--- src/rtl/alu_arbiter.sv ---
// Two-port arbiter in front of a shared combinational ALU: accept, execute, respond.
// One operation in flight at a time; the result is steered back to the requesting port.
module alu_arbiter #(
  parameter int FIXED_PRIORITY = 0
) (
  input  logic        clk,
  input  logic        reset,
  input  logic        r0_valid,
  output logic        r0_ready,
  input  logic [3:0]  r0_ctrl,
  input  logic [31:0] r0_a,
  input  logic [31:0] r0_b,
  output logic        r0_done,
  output logic [31:0] r0_result,
  output logic        r0_zero,
  output logic        r0_err,
  input  logic        r1_valid,
  output logic        r1_ready,
  input  logic [3:0]  r1_ctrl,
  input  logic [31:0] r1_a,
  input  logic [31:0] r1_b,
  output logic        r1_done,
  output logic [31:0] r1_result,
  output logic        r1_zero,
  output logic        r1_err,
  output logic [31:0] alu_in1,
  output logic [31:0] alu_in2,
  output logic [3:0]  alu_ctrl,
  input  logic [31:0] alu_out,
  input  logic        alu_zero,
  output logic        busy
);

  typedef enum logic [1:0] {IDLE, EXEC, RESP} state_t;

  localparam logic [3:0] OP_ADD = 4'b0010;
  localparam logic [3:0] OP_SLL = 4'b0100;
  localparam logic [3:0] OP_AND = 4'b0101;
  localparam logic [3:0] OP_NOR = 4'b0111;
  localparam logic [3:0] OP_BEQ = 4'b1000;
  localparam logic [3:0] OP_SLT = 4'b1011;

  state_t      state, state_nxt;
  logic        last_grant, grant, accept, lat_port;
  logic [3:0]  lat_ctrl;
  logic [31:0] lat_a, lat_b, res_result;
  logic        res_zero, res_err, legal, resp;

  always_comb begin
    state_nxt = state;
    grant     = 1'b0;
    accept    = 1'b0;
    r0_ready  = 1'b0;
    r1_ready  = 1'b0;
    case (state)
      IDLE: begin
        // on a tie, round-robin hands the grant to the port not served last
        if (r0_valid && r1_valid)
          grant = (FIXED_PRIORITY != 0) ? 1'b0 : ~last_grant;
        else
          grant = r1_valid;
        accept   = (r0_valid || r1_valid) && !reset;
        r0_ready = accept && !grant;
        r1_ready = accept && grant;
        if (accept) state_nxt = EXEC;
      end
      EXEC:    state_nxt = RESP;
      RESP:    state_nxt = IDLE;
      default: state_nxt = IDLE;
    endcase
  end

  always_comb begin
    case (lat_ctrl)
      OP_ADD, OP_SLL, OP_AND, OP_NOR, OP_BEQ, OP_SLT: legal = 1'b1;
      default:                                        legal = 1'b0;
    endcase
  end

  always_ff @(posedge clk) begin
    if (reset) begin
      state      <= IDLE;
      last_grant <= 1'b1;
      lat_port   <= 1'b0;
      lat_ctrl   <= 4'd0;
      lat_a      <= 32'd0;
      lat_b      <= 32'd0;
      res_result <= 32'd0;
      res_zero   <= 1'b0;
      res_err    <= 1'b0;
    end else begin
      state <= state_nxt;
      if (accept) begin
        last_grant <= grant;
        lat_port   <= grant;
        lat_ctrl   <= grant ? r1_ctrl : r0_ctrl;
        lat_a      <= grant ? r1_a : r0_a;
        lat_b      <= grant ? r1_b : r0_b;
      end
      // beq reports only the flag; illegal opcodes report only err
      if (state == EXEC) begin
        res_result <= (legal && lat_ctrl != OP_BEQ) ? alu_out : 32'd0;
        res_zero   <= legal && lat_ctrl == OP_BEQ && alu_zero;
        res_err    <= !legal;
      end
    end
  end

  assign alu_in1  = lat_a;
  assign alu_in2  = lat_b;
  assign alu_ctrl = lat_ctrl;
  assign busy     = state != IDLE;
  assign resp     = state == RESP;

  assign r0_done   = resp && !lat_port;
  assign r1_done   = resp && lat_port;
  assign r0_result = r0_done ? res_result : 32'd0;
  assign r1_result = r1_done ? res_result : 32'd0;
  assign r0_zero   = r0_done && res_zero;
  assign r1_zero   = r1_done && res_zero;
  assign r0_err    = r0_done && res_err;
  assign r1_err    = r1_done && res_err;

endmodule
--- config.mk ---
export PLATFORM = sky130hd
export DESIGN_NAME = alu_arbiter
export DESIGN_NICKNAME = d
export VERILOG_FILES = /design/src/rtl/alu_arbiter.sv
export SDC_FILE = /design/constraint.sdc
export NUM_CORES = 1
export LEC_CHECK = 0
export CORE_UTILIZATION = 33
export DETAILED_ROUTE_END_ITERATION = 6
export PLACE_DENSITY = 0.77
export SLEW_MARGIN = 20
export SYNTH_ARGS = -nofsm -noshare
export SYNTH_HDL_FRONTEND = slang
export SYNTH_SLANG_ARGS = --single-unit
--- constraint.sdc ---
create_clock -name clk -period 1.8 [get_ports clk]
set_clock_uncertainty 0.2 [all_clocks]
set_input_delay 0.36 -clock clk [delete_from_list [all_inputs] [get_ports clk]]
set_output_delay 0.36 -clock clk [all_outputs]
set_load 0.1 [all_outputs]
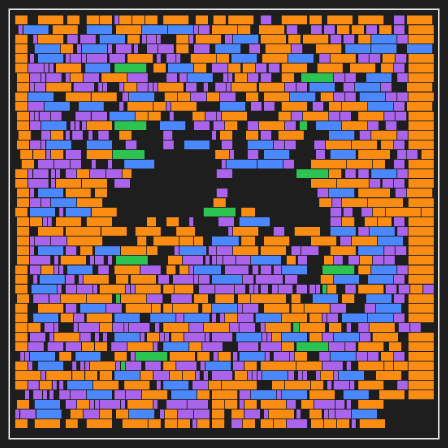
(cell classes on the final placement)
legend:
  orange:
    class: remaining buffers and delay cells
    cells: 362
  green:
    class: clock drivers and dummy loads
    cells: 15
  blue:
    class: registers
    cells: 106
  purple:
    class: remaining logic cells
    cells: 410
post-route cell area: 0.01122 mm2
register share of the cell area: 19.11%
post-route core utilization: 80.86%

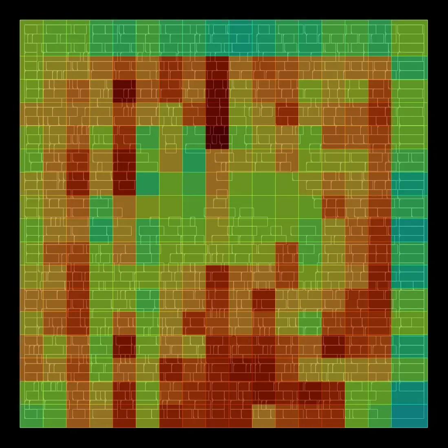
(congestion heat map)
combined global-route utilization of all metal layers: 27.04%
M3 GR Usage: 9.352%
met1 usage in global routing: 28.36%

==> out/results.ini <==
[run_status]
run_status=finished with violations
failing_checks=negative setup slack

[synth]
yosys_warnings=0
cell_count_in_the_yosys_report=567
yosys-top-cells-area=sky130_fd_sc_hd__dfxtp_1, sky130_fd_sc_hd__a211oi_1, sky130_fd_sc_hd__and2_1
edf_count=0
synth.cellmix.xorXnorShare_pct=0
post_synth_fa_ha_maj_area_fraction_pct=0
yosysSeqAreaShare_pct=45.31
synth_area_in_simple_gates_pct=23.11
post_synth_mux_area_share_pct=0
postSynthAreaPerCell_um2=8.260

[grt]
grt_antenna_before_repair=2

[hold_path]
min_delay_path_depth=3

[detailed_routing]
route.vias.total=5770
routed_antenna_nets=0
drtIter0Drc=283

[cts]
worst_skew_pair.late_latency_ns=0.35
ctsLongestPathBuffers=2

[sta]
report.final.setup_viol=144
grt_setup_unrepaired=yes
finalCritPeriodShare_pct=121.6
final.setup.worst_slack_ns=-0.3894
worst-slew-pin-transition_ns=0.5437

[power]
power.sequential.fraction_pct=31.9
pwr.group.sequential_uw=2830
pg_comb_uw=4120
irDropWorstVdd_uv=522.0
power.leakage_uw=0.004412
power_switching_share_pct=40.62

[die]
die-height_um=121.1
core_area_mm2=0.01388
dieArea_mm2=0.01467

[cells_and_area]
nNonClkInverters=2
flop_area_mm2=0.002145

[placed_design]
place_hpwl_mm=13.28
gpl.final_weighted_congestion=0.8251
dpl.cell_count=1033

[worst_setup_path]
worst_r2r_startpoint=state[1]$_SDFFE_PP0P_
critical_path.endpoint_type=output pin
worstPathArrival_ns=1.63
startpoint_type=flop
rr_endpoint=alu_in2[13]$_SDFFE_PP0P_
cp-startpoint=state[1]$_SDFFE_PP0P_

[job]
timing.max_cap.violations=0

-- worst max-delay path, cell delays in order, from the launching register on --
cell                      delay [ns]
sky130_fd_sc_hd__dfxtp_4        0.36
sky130_fd_sc_hd__or3b_4         0.41
sky130_fd_sc_hd__a21o_4         0.21
sky130_fd_sc_hd__nor2_4         0.11
sky130_fd_sc_hd__buf_12         0.18
-- metal layers --
metal | up-vias | global-route usage (%) | wire [um]
met1 | 2766 | 28.36 | 7986
met2 | 319 | 48.14 | 11620
met5 | - | 0 | 0
met3 | 66 | 9.352 | 1892
li1 | 2619 | - | -
met4 | 0 | 12.65 | 872
-- what timing repair did --
item                                    4_1_cts  5_1_grt
gates cloned                                 10        4
pin swaps                                   125       56
resized                                     101       86
buffers inserted                             12        2
hold buffers                                  0        0
endpoints found under the setup margin      141      155
